File: config.mk
export PLATFORM = sky130hd
export DESIGN_NAME = pixstream_gen
export DESIGN_NICKNAME = d
export VERILOG_FILES = /design/src/rtl/pixgen_pkg.sv /design/src/rtl/pixgen_lfsr.sv /design/src/rtl/pixstream_gen.sv
export SDC_FILE = /design/constraint.sdc
export NUM_CORES = 1
export LEC_CHECK = 0
export ABC_AREA = 1
export ABC_CLOCK_PERIOD_IN_PS = 4110
export CORE_MARGIN = 2
export CORE_UTILIZATION = 40
export DETAILED_ROUTE_END_ITERATION = 6
export PLACE_DENSITY_LB_ADDON = 0.15
export SYNTH_ARGS = -nofsm -noshare
export SYNTH_HDL_FRONTEND = slang
export SYNTH_SLANG_ARGS = --single-unit
File: constraint.sdc
create_clock -name clk -period 4.11 [get_ports clk]
set_input_delay 0.822 -clock clk [delete_from_list [all_inputs] [get_ports clk]]
set_output_delay 0.822 -clock clk [all_outputs]
set_load 0.005 [all_outputs]
File: src/rtl/pixgen_pkg.sv
// Shared types and constants for the pixstream_gen test-pattern source.
// Holds the pattern/state encodings and the Galois LFSR step used by the random pattern.
package pixgen_pkg;

  typedef enum logic [1:0] {
    MODE_SOLID = 2'd0,
    MODE_CHECK = 2'd1,
    MODE_BARS  = 2'd2,
    MODE_LFSR  = 2'd3
  } mode_e;

  typedef enum logic [1:0] {
    IDLE   = 2'd0,
    ACTIVE = 2'd1,
    HBLANK = 2'd2,
    DONE   = 2'd3
  } state_e;

  localparam logic [23:0] LFSR_SEED = 24'hACE1E5;
  localparam logic [23:0] LFSR_TAPS = 24'hE10000;

  // Right-shifting Galois step: the bit shifted out folds back through the taps.
  function automatic logic [23:0] lfsr_step(input logic [23:0] v);
    return {1'b0, v[23:1]} ^ (v[0] ? LFSR_TAPS : 24'h000000);
  endfunction

  function automatic logic all_lit(input logic [23:0] p);
    return (p[23:16] != 8'h00) && (p[15:8] != 8'h00) && (p[7:0] != 8'h00);
  endfunction

endpackage

File: src/rtl/pixgen_lfsr.sv
// 24-bit Galois LFSR holding the value of the most recently emitted random pixel.
// nxt is the value the following pixel will carry.
module pixgen_lfsr
  import pixgen_pkg::*;
(
  input  logic        clk,
  input  logic        rst_n,
  input  logic        load,
  input  logic        adv,
  output logic [23:0] nxt
);

  logic [23:0] lfsr_q;
  logic [23:0] lfsr_d;

  always_comb begin
    lfsr_d = lfsr_q;
    if (load) begin
      lfsr_d = LFSR_SEED;
    end else if (adv) begin
      lfsr_d = lfsr_step(lfsr_q);
    end
  end

  always_ff @(posedge clk or negedge rst_n) begin
    if (!rst_n) begin
      lfsr_q <= LFSR_SEED;
    end else begin
      lfsr_q <= lfsr_d;
    end
  end

  assign nxt = lfsr_step(lfsr_q);

endmodule

File: src/rtl/pixstream_gen.sv
// Frame-based RGB test-pattern source with black horizontal blanking and a golden
// count of emitted pixels whose three channels are all non-zero.
module pixstream_gen
  import pixgen_pkg::*;
#(
  parameter int WIDTH  = 640,
  parameter int HEIGHT = 480,
  parameter int HBLANK = 160
) (
  input  logic        clk,
  input  logic        rst_n,
  input  logic        start,
  input  logic [1:0]  mode,
  input  logic [23:0] color,
  output logic [7:0]  r,
  output logic [7:0]  g,
  output logic [7:0]  b,
  output logic        pix_valid,
  output logic        sof,
  output logic        eol,
  output logic        eof,
  output logic        busy,
  output logic        done,
  output logic [31:0] lit_count,
  output logic [1:0]  dbg_state
);

  // Stream contract: pix_valid qualifies r/g/b/sof/eol/eof for exactly one cycle and
  // there is no ready; the consumer samples every clock and must take every pixel.

  localparam int XW = $clog2(WIDTH);
  localparam int YW = $clog2(HEIGHT);
  localparam int BW = (HBLANK > 0) ? $clog2(HBLANK + 1) : 1;
  localparam logic [XW-1:0] X_LAST = XW'(WIDTH - 1);
  localparam logic [YW-1:0] Y_LAST = YW'(HEIGHT - 1);
  localparam logic [BW-1:0] B_LAST = BW'((HBLANK > 0) ? HBLANK - 1 : 0);

  state_e        state_q, state_d;
  logic [XW-1:0] x_q, x_d;
  logic [YW-1:0] y_q, y_d;
  logic [BW-1:0] blk_q, blk_d;
  mode_e         mode_q, mode_d;
  logic [23:0]   color_q, color_d;
  logic [23:0]   pix_q, pix_d;
  logic [31:0]   lit_q, lit_d;
  logic          valid_q, valid_d;
  logic          sof_q, sof_d;
  logic          eol_q, eol_d;
  logic          eof_q, eof_d;
  logic          busy_q, busy_d;
  logic          done_q, done_d;

  logic          accept;
  logic          x3, x4, y3;
  logic [23:0]   lfsr_nxt;

  assign accept = (state_q == IDLE) && start;

  pixgen_lfsr u_lfsr (
    .clk   (clk),
    .rst_n (rst_n),
    .load  (accept),
    .adv   ((state_d == ACTIVE) && !accept),
    .nxt   (lfsr_nxt)
  );

  // The parameter HBLANK shadows the state name, so the state is referenced by package.
  always_comb begin
    state_d = state_q;
    x_d     = x_q;
    y_d     = y_q;
    blk_d   = blk_q;
    mode_d  = mode_q;
    color_d = color_q;
    unique case (state_q)
      IDLE: begin
        if (start) begin
          state_d = ACTIVE;
          x_d     = '0;
          y_d     = '0;
          mode_d  = mode_e'(mode);
          color_d = color;
        end
      end
      ACTIVE: begin
        if (x_q == X_LAST) begin
          if (y_q == Y_LAST) begin
            state_d = DONE;
          end else if (HBLANK == 0) begin
            x_d = '0;
            y_d = y_q + 1'b1;
          end else begin
            state_d = pixgen_pkg::HBLANK;
            blk_d   = '0;
          end
        end else begin
          x_d = x_q + 1'b1;
        end
      end
      pixgen_pkg::HBLANK: begin
        if (blk_q == B_LAST) begin
          state_d = ACTIVE;
          x_d     = '0;
          y_d     = y_q + 1'b1;
        end else begin
          blk_d = blk_q + 1'b1;
        end
      end
      DONE: begin
        state_d = IDLE;
        x_d     = '0;
        y_d     = '0;
      end
      default: state_d = IDLE;
    endcase
  end

  // Pattern bits; masking instead of indexing keeps narrow counters (WIDTH<16) legal.
  always_comb begin
    x3 = |(x_d & XW'(8));
    x4 = |(x_d & XW'(16));
    y3 = |(y_d & YW'(8));
  end

  always_comb begin
    pix_d = 24'h000000;
    if (state_d == ACTIVE) begin
      unique case (mode_d)
        MODE_SOLID: pix_d = color_d;
        MODE_CHECK: pix_d = (x3 ^ y3) ? 24'h000000 : color_d;
        MODE_BARS:  pix_d = x4 ? 24'h000000 : color_d;
        MODE_LFSR:  pix_d = accept ? LFSR_SEED : lfsr_nxt;
        default:    pix_d = 24'h000000;
      endcase
    end
  end

  always_comb begin
    valid_d = (state_d == ACTIVE);
    sof_d   = valid_d && (x_d == '0) && (y_d == '0);
    eol_d   = valid_d && (x_d == X_LAST);
    eof_d   = eol_d && (y_d == Y_LAST);
    busy_d  = (state_d == ACTIVE) || (state_d == pixgen_pkg::HBLANK);
    done_d  = (state_d == DONE);
    lit_d   = (accept ? 32'd0 : lit_q) + 32'(valid_d && all_lit(pix_d));
  end

  always_ff @(posedge clk or negedge rst_n) begin
    if (!rst_n) begin
      state_q <= IDLE;
      x_q     <= '0;
      y_q     <= '0;
      blk_q   <= '0;
      mode_q  <= MODE_SOLID;
      color_q <= 24'h000000;
      pix_q   <= 24'h000000;
      lit_q   <= 32'd0;
      valid_q <= 1'b0;
      sof_q   <= 1'b0;
      eol_q   <= 1'b0;
      eof_q   <= 1'b0;
      busy_q  <= 1'b0;
      done_q  <= 1'b0;
    end else begin
      state_q <= state_d;
      x_q     <= x_d;
      y_q     <= y_d;
      blk_q   <= blk_d;
      mode_q  <= mode_d;
      color_q <= color_d;
      pix_q   <= pix_d;
      lit_q   <= lit_d;
      valid_q <= valid_d;
      sof_q   <= sof_d;
      eol_q   <= eol_d;
      eof_q   <= eof_d;
      busy_q  <= busy_d;
      done_q  <= done_d;
    end
  end

  assign r         = pix_q[23:16];
  assign g         = pix_q[15:8];
  assign b         = pix_q[7:0];
  assign pix_valid = valid_q;
  assign sof       = sof_q;
  assign eol       = eol_q;
  assign eof       = eof_q;
  assign busy      = busy_q;
  assign done      = done_q;
  assign lit_count = lit_q;
  assign dbg_state = state_q;

endmodule

run_1/final_placement.png
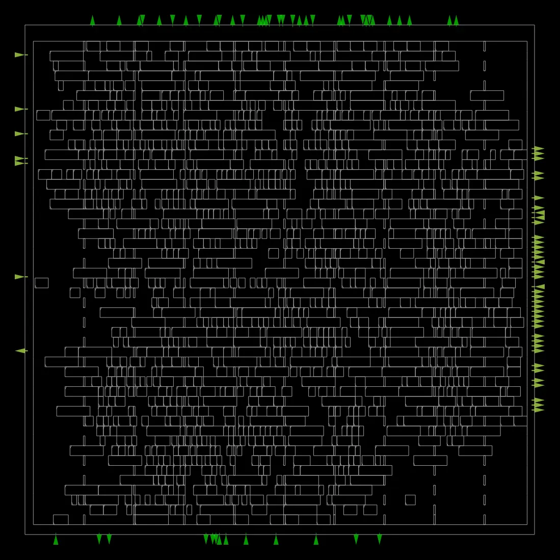
flop share of the area: 33.8%
Util after Layout: 57.8%
core box area: 18,100 sq um
number of sequential cells: 141

run_1/pins.png
Drawn at 3 px/um. Pins as bars across the die edge, other pins in grey.
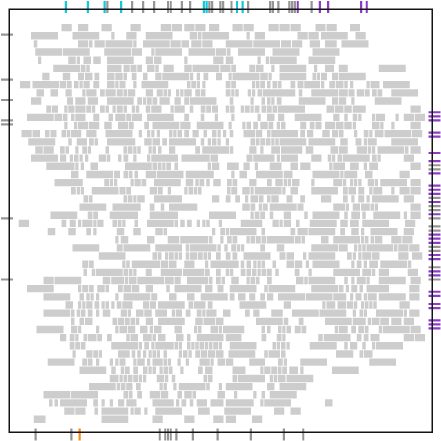
- cyan: `r` (pins 8; direction output; edge north)
- purple: `lit_count` (pins 32; direction output; edge 27 east, 5 north)
- orange: `eof` (pins 1; direction output; edge south)
count of buffers from port buffering: 92
Chip Height: 140 um
horizontal extent of the die: 140 um

run_1/drive_strength.png
Drawn at 3 px/um.
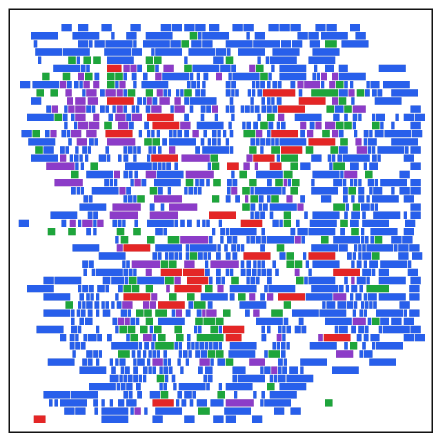
- green: drive 3 to 4 (cells 143; share 12%)
- blue: drive 1 or less (cells 879; share 75%)
- red: drive 6 and up (cells 33; share 2.8%)
- purple: drive 2 (cells 123; share 10%)
synthesis-to-layout area growth: 40.8%
final worst-path setup slack: 61.7 ps
summed area of non-filler cells in the final layout: 10,500 sq um

run_1/metal_stack.png
Drawn at 3 px/um. Two of the layers only.
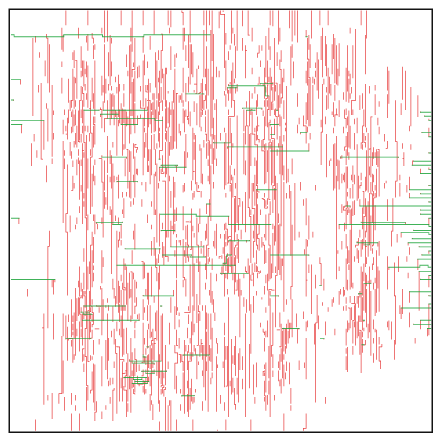
- red: met2 (wire length 9,500 um)
- green: met3 (wire length 820 um)

==> summary.txt, run 1 <==
Implementation summary

The flow ran to the end, and the final reports show no timing, DRC or antenna violations. For this design, Yosys synthesis ends with a cell count of 956. The count of boundary I/O pins is 93. The iteration tally of the first detailed-router pass is 5. The cell area power density is 275 nW/um^2. The remaining global-route overflow is 0. In the power breakdown, the internal column shows 2.26 mW. Yosys reported that registers with async set or reset make up 100%. The share of cells above drive strength 1 is 25.4%.

The cts-stage hold buffer count is 0. The internal reg-to-reg setup slack is 60 ps. Setup repair after global routing could not meet its margin everywhere. The classification of the worst-slack hold path is in -> async. In this run the number of H-tree levels came out at 4. The arrival time at the worst endpoint is 4390 ps.

The floorplan core density is 41.1%. The slew of the pin with the lowest slew margin is 704 ps. Per the slew report, the remaining headroom to the max-slew limit stands at 53.0%.

The share of total power dissipated in the clock network is 49.8%. By instance count after routing, the leading logic cell type is sky130_fd_sc_hd__inv_1. Per the TritonCTS log, the buffer count is 17.

The chip occupies 19,700 sq um. The average via count per standard cell is 4.91. The number of clock sinks seen by CTS is 141. For this run, the top clock speed supported by timing is 247 MHz. The largest single stage delay on the critical path is 380 ps. Detailed routing inserted a total of 6,902 vias. The chip area line in the Yosys stat output reads 7450 sq um. The max-slew violation count is 0. The startpoint of the lowest-slack register-to-register path is blk_q[1]. In the Yosys stats the netlist draws on 41 distinct library cells. The pin count of the biggest net entering global routing is 72. Once placement completed, the tool counted placed cells totaling 1,355. The number of endpoints with negative hold slack in the final report is 0. The global-route total usage across every layer is 20.7%. The number of setup violations in the final report is 0.

The worst setup path is captured at a flop. Per the post-CTS timing run, clock transition at the registers of the reported paths is 60 ps. For this run, the number of standard cells in the final layout without fillers is 1,407. The register bit total from synthesis is 141.

The post-synth tally of flip-flops with integrated enable is 0. The report counts max-capacitance violations totalling 0. The first global-routing pass estimated 32.9 mm of wire. The last weighted congestion value of the routability-driven placer is 0.896.

The most frequently used library cell after synthesis is sky130_fd_sc_hd__inv_1. After layout, the minimum clock period comes to 4050 ps. In this run the cell area of the synthesized design comes to 7450 sq um. Per the timing report, the biggest fanout along the worst path comes to 6. The number of antenna diodes in the final layout is 0. The worst-case IR drop observed on VDD is 281 uV.

Averaged over all synthesized cells, the footprint is 7.80 sq um. Counting the fill cells in the layout gives 1,706. The final antenna-violating net count is 0. The count of mapped cells out of synthesis is 956.

Sorting the synthesized cells by how often they occur yields sky130_fd_sc_hd__inv_1, sky130_fd_sc_hd__nand2_1, sky130_fd_sc_hd__dfrtp_1. The number of nets handed over by synthesis was 992. For this sky-water flow run, the detailed-routed wirelength per cell is reported as 14.3 um.

In this run the top signal layer used is met4. The count of nets after finishing is 1,201. For the worst reg-to-reg path, the endpoint reported by OpenROAD is lit_count[28]. The dominant register cell in the synthesized netlist is sky130_fd_sc_hd__dfrtp_1. The minimum hold slack is 407 ps. The detailed router finished its first iteration with 495 violations.
-- run 1: stage by stage --
stage | total power [mW] | TNS, ps
2_1_floorplan | 1.41 | 0
4_1_cts | 2.92 | 0
3_5_place_dp | 1.48 | -9290
6_report | 2.88 | 0
3_3_place_gp | 1.48 | -8880
5_1_grt | 2.99 | -2000
-- run 1: metal layers --
layer,global-route usage [%],up-vias
li1,-,3455
met1,29.2,3249
met2,33.0,174
met3,3.42,24
met4,6.05,0
met5,0,-
-- run 1: critical path, delay by kind of cell (launching register included) --
| kind | cells | cell delay (ps) |
|---|---|---|
| simple gates | 25 | 2700 |
| buf+inv | 2 | 200 |
| flops | 1 | 380 |
| fa+ha+maj | 3 | 560 |
| xor+xnor | 1 | 120 |
-- run 1: kinds of logic (layout without fill, tap and decap cells) --
family / Yosys count / count (layout) / synth area share [%]
flops: 141 / 141 / 47.6
buf+inv: 193 / 415 / 10.3
compound gates: 113 / 113 / 8.13
xor+xnor: 31 / 31 / 3.64
fa+ha+maj: 7 / 7 / 1.18
simple gates: 471 / 471 / 29.2
-- run 1: power groups by stage --
stage	registers, mW	clock network, mW	logic (mW)
4_1_cts	1.39	1.47	0.0618
6_report	1.39	1.43	0.0591
5_1_grt	1.39	1.53	0.0665
3_3_place_gp	1.41	0	0.0627
2_1_floorplan	1.41	0	0.0000301
3_5_place_dp	1.41	0	0.0619
-- run 1: worst max-delay path by stage --
stage	from	depth (start not counted)	slack, ps	end
floorplan	start	28	20	lit_count[28]
global placement	start	29	-610	lit_count[28]
detailed placement	start	29	-640	lit_count[28]
CTS	blk_q[1]	31	30	lit_count[28]
global route	blk_q[1]	31	-250	lit_count[28]
finish	blk_q[1]	31	60	lit_count[28]
-- run 1: flip-flops by register name, indices dropped and copies added (netlist names), 2 cells and up --
signal         cells
blk_q              8
color_q           24
u_lfsr.lfsr_q     24
x_q               10
lit_count         32
pix_q             24
mode_q             2
dbg_state          2
y_q                9
-- run 1: timing repair --
| action | 4_1_cts | 5_1_grt |
|---|---|---|
| resized | 2 | 77 |
| endpoints found under the hold margin | 0 | 0 |
| endpoints found under the setup margin | 13 | 18 |
| pin swaps | 1 | 23 |
| cloned | 0 | 2 |
| setup buffers | 6 | 12 |
-- run 1: area by class of cell --
cell class | count | area (sq um) | area share (%)
Sequential cell | 141 | 3550 | 33.8
Inverter | 158 | 593 | 5.65
Multi-Input combinational cell | 622 | 3450 | 32.9
Tap cell | 229 | 287 | 2.73
Clock buffer | 21 | 450 | 4.29
Clock inverter | 11 | 95.1 | 0.906
Timing Repair Buffer | 225 | 2070 | 19.7
==> run 1 -> run 2 <==
--- a/config.mk
+++ b/config.mk
@@ -9,8 +9,10 @@
 export ABC_CLOCK_PERIOD_IN_PS = 4110
 export CORE_MARGIN = 2
 export CORE_UTILIZATION = 40
+export CTS_CLUSTER_SIZE = 14
 export DETAILED_ROUTE_END_ITERATION = 6
 export PLACE_DENSITY_LB_ADDON = 0.15
 export SYNTH_ARGS = -nofsm -noshare
 export SYNTH_HDL_FRONTEND = slang
+export SYNTH_HIERARCHICAL = 1
 export SYNTH_SLANG_ARGS = --single-unit
run_2/port_nets.png
Drawn at 2 px/um.
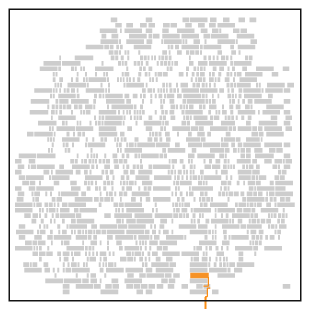
- orange: `eof` (bits 1; direction output; edge south; end cells 1; buffers 1; wire 14.6 um)

run_2/metal_stack.png
Drawn at 3 px/um. Two of the layers only.
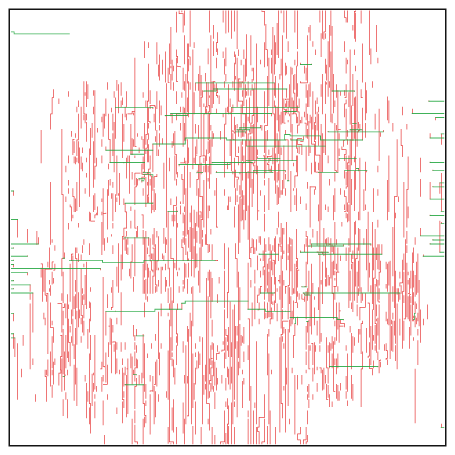
- green: met3 (wire length 892 um)
- red: met2 (wire length 10,100 um)
Via Count: 6,998
average wire per standard cell: 14.7 um

==> summary.txt, run 2 <==
Implementation summary

The flow ran to the end, and the final reports show no timing, DRC or antenna violations. Total power normalized to cell area comes to 283 nW/um^2. Yosys stat counts 1,003 cells in the synthesized netlist. The final layout contains routed wiring with a total length of 21.5 mm. The first global-routing pass estimated 34.0 mm of wire. The worst setup path category is reg -> reg. The launch point of the critical path is x_q[0]. For this design, the sink count on the clock tree is 141. The number of diodes added for antenna fixing is 0. The layout overhead on the synthesized area is 35.3%.

The die boundary height is 145 um. The iteration tally of the first detailed-router pass is 6. After synthesis, the cell types taking the most area are sky130_fd_sc_hd__dfrtp_1, sky130_fd_sc_hd__inv_1, sky130_fd_sc_hd__nor2_1. The count of nets after finishing is 1,223.

Counting only logic cells after layout, the most numerous master is sky130_fd_sc_hd__inv_1. The H-tree depth is 4. For reference, the final report shows the max-slew violation count at 0. The routed design shows a via density per instance of 4.78. The arrival time at the worst endpoint is 4330 ps. The worst-skew pair later-pin latency is 420 ps. Sorting the synthesized cells by how often they occur yields sky130_fd_sc_hd__inv_1, sky130_fd_sc_hd__nor2_1, sky130_fd_sc_hd__nand2_1. The worst slack after detailed placement is -581 ps. The total number of yosys warnings is 6. The post-synth tally of flip-flops with integrated enable is 0. CTS reports a maximum clock tree buffer depth of 2. Counting flops with an async set or reset pin after synthesis yields a share of 100%. Per the post-route antenna check, the number of violating nets is 0. The register with the most flip-flops in the layout has 32 of them. The startpoint class of the critical path is a flop. The most used flip-flop cell after synthesis is sky130_fd_sc_hd__dfrtp_1. The sequential share of the synthesized area is 44.6%.

The CTS tree is done. The slew of the pin with the lowest slew margin is 701 ps. The kind of capture point of the worst setup path is a flop. Setup repair after global routing could not meet its margin everywhere. The cell with the most instances after synthesis is sky130_fd_sc_hd__inv_1. Hold repair after CTS inserted 0 buffers.

After the first detailed-routing iteration, the DRC count stood at 529. After synthesis, the mean cell area works out to 7.93 sq um. The cell at the root of the clock tree is sky130_fd_sc_hd__clkbuf_16. The initial antenna violation count is 0. Synthesis handed over a netlist of 1,003 instances.

Max fanout on the critical path was recorded as 9. The setup slack after layout is 83.6 ps. The number of global-route vias before repair is 6,672. Derived from the worst setup path, the maximum achievable clock frequency is 248 MHz. The post-synth area from yosys stat is 7950 sq um.

The number of core rows is 51. The synthesized design devotes to its leading area cell type 40.3% of total area. Synthesis produced a netlist with a net count of 1,039.

The library cells used most frequently in the layout, excluding fill and tap cells, are sky130_fd_sc_hd__inv_1, sky130_fd_sc_hd__nor2_1, sky130_fd_sc_hd__dfrtp_1. The clock transition time at the flip-flop clock pins of the worst setup and hold paths is 60 ps. The number of buffers created by CTS is 17. The total number of warnings across the stage logs is 28.

Global routing used 20.1% of the available tracks across all layers. The startpoint identified for the worst register-to-register timing path is x_q[0]. Entering global routing, the biggest net connects 77 pins.

The mapped netlist covers 7950 sq um. The post-route minimum period is 4030 ps. The leakage power is 5.62 nW. The number of remaining DRC errors is 0. The core occupancy in the finished layout is 55.3%. In this run the maximum-capacitance check reported violations numbering 0. For reference, the final report shows the hold violation count at 0. Port buffering added 92 buffers.

The number of distinct standard cells referenced by the synthesized netlist is 43. The count of non-filler cells in the finished layout is 1,465. In the final report, the number of endpoints failing setup comes to 0. At the end of routability-driven placement, the weighted congestion stood at 0.877.

The leading area contributor after synthesis is sky130_fd_sc_hd__dfrtp_1. The final setup skew is 10.6 ps. The remaining global-route overflow is 0. The worst supply voltage drop on vdd is 227 uV.

The region available for standard cell placement spans 19,500 sq um. The floorplan core density is 40.9%. The layout has 1,805 filler cells.

The worst pin sits at a relative slew slack of 53.2%. The estimated wirelength of the detail-placed design is 15.1 mm. Counting tap cells, the placed design contains a total of 1,407 instances.

The floorplan report gives the top-level pin count as 93. The register bit total from synthesis is 141. The share of cells above drive strength 1 is 24.8%.

The die is 145 um wide. The total die size is 21,000 sq um. The final timing summary puts the cycle share of the worst path at 98.0%. The worst path required time is 4410 ps. The classification of the worst-slack hold path is in -> async.
run 2: final cells by class:
class	count	area, sq um	area share, %
clock inverter	8	103	0.954
sequential	141	3550	33.0
timing repair buffer	218	2030	18.8
clock buffer	24	522	4.85
inverter	167	632	5.87
tap	265	332	3.08
multi-input combinational	642	3600	33.4
run 2: power by group:
| group | internal [mW] | switching, mW | total (mW) |
|---|---|---|---|
| logic | 0.0247 | 0.0356 | 0.0604 |
| registers | 1.39 | 0 | 1.39 |
| clock network | 1.01 | 0.592 | 1.60 |
run 2: final timing paths:
path,to,slack [ps],cells past startpoint
setup / recovery,lit_count[29],80,27
hold / removal,y_q[5],430,1
setup reg to reg,lit_count[29],80,27
hold reg to reg,blk_q[7],480,1
max in group asynchronous,dbg_state[1],2740,2
min in group clk,blk_q[7],480,1
run 2: cells by family after synthesis:
logic type	synth area share, %
flops	44.6
fa+ha+maj	1.10
compound gates	7.07
buf+inv	13.3
simple gates	30.0
xor+xnor	3.97
run 2: what timing repair did:
item	4_1_cts	5_1_grt
setup buffers	0	21
cloned	0	5
resized	4	69
pin swaps	0	20
endpoints found under the setup margin	13	22
run 2: per-layer routing:
metal  global-route usage, %  vias to the layer above  share of wire [%]
li1                        -                     3521                  -
met1                    28.6                     3297                 48
met2                    31.5                      162                 47
met3                    3.99                       18                4.2
met4                    5.05                        0                1.1
met5                       0                        -                  0
run 2: stage by stage:
step	total power [mW]	cell area, sq um	hold slack [ps]	setup TNS, ps
after detailed placement	1.48	9670	475	-9490
after global routing	3.15	10800	497	-563
after floorplan	1.41	7950	444	0
after global placement	1.48	9670	461	-8450
final	3.05	10800	429	0
after CTS	3.08	10300	462	0
run 2: critical path, stage by stage (launching register included):
cell	delay, ps
sky130_fd_sc_hd__dfrtp_1	420
sky130_fd_sc_hd__ha_1	240
sky130_fd_sc_hd__nand3_2	110
sky130_fd_sc_hd__inv_2	60
sky130_fd_sc_hd__nand3_4	110
sky130_fd_sc_hd__nand2_1	60
sky130_fd_sc_hd__nand2_1	60
sky130_fd_sc_hd__nand3_1	140
sky130_fd_sc_hd__nand2_2	130
sky130_fd_sc_hd__nand2_4	120
sky130_fd_sc_hd__nand2_4	160
sky130_fd_sc_hd__nand3_1	80
sky130_fd_sc_hd__nand3_1	70
sky130_fd_sc_hd__nand2_1	60
sky130_fd_sc_hd__nand2_1	70
sky130_fd_sc_hd__nor2_1	40
sky130_fd_sc_hd__nand2_1	100
sky130_fd_sc_hd__nand2_2	80
sky130_fd_sc_hd__nor2_2	90
sky130_fd_sc_hd__ha_2	210
sky130_fd_sc_hd__nand4_1	200
sky130_fd_sc_hd__nor3_4	300
sky130_fd_sc_hd__nand4_4	150
sky130_fd_sc_hd__nor3_4	230
sky130_fd_sc_hd__nand2_2	110
sky130_fd_sc_hd__nor4_4	250
sky130_fd_sc_hd__nand2_1	100
sky130_fd_sc_hd__xnor2_1	130
Power and IR drop assume default switching activity.
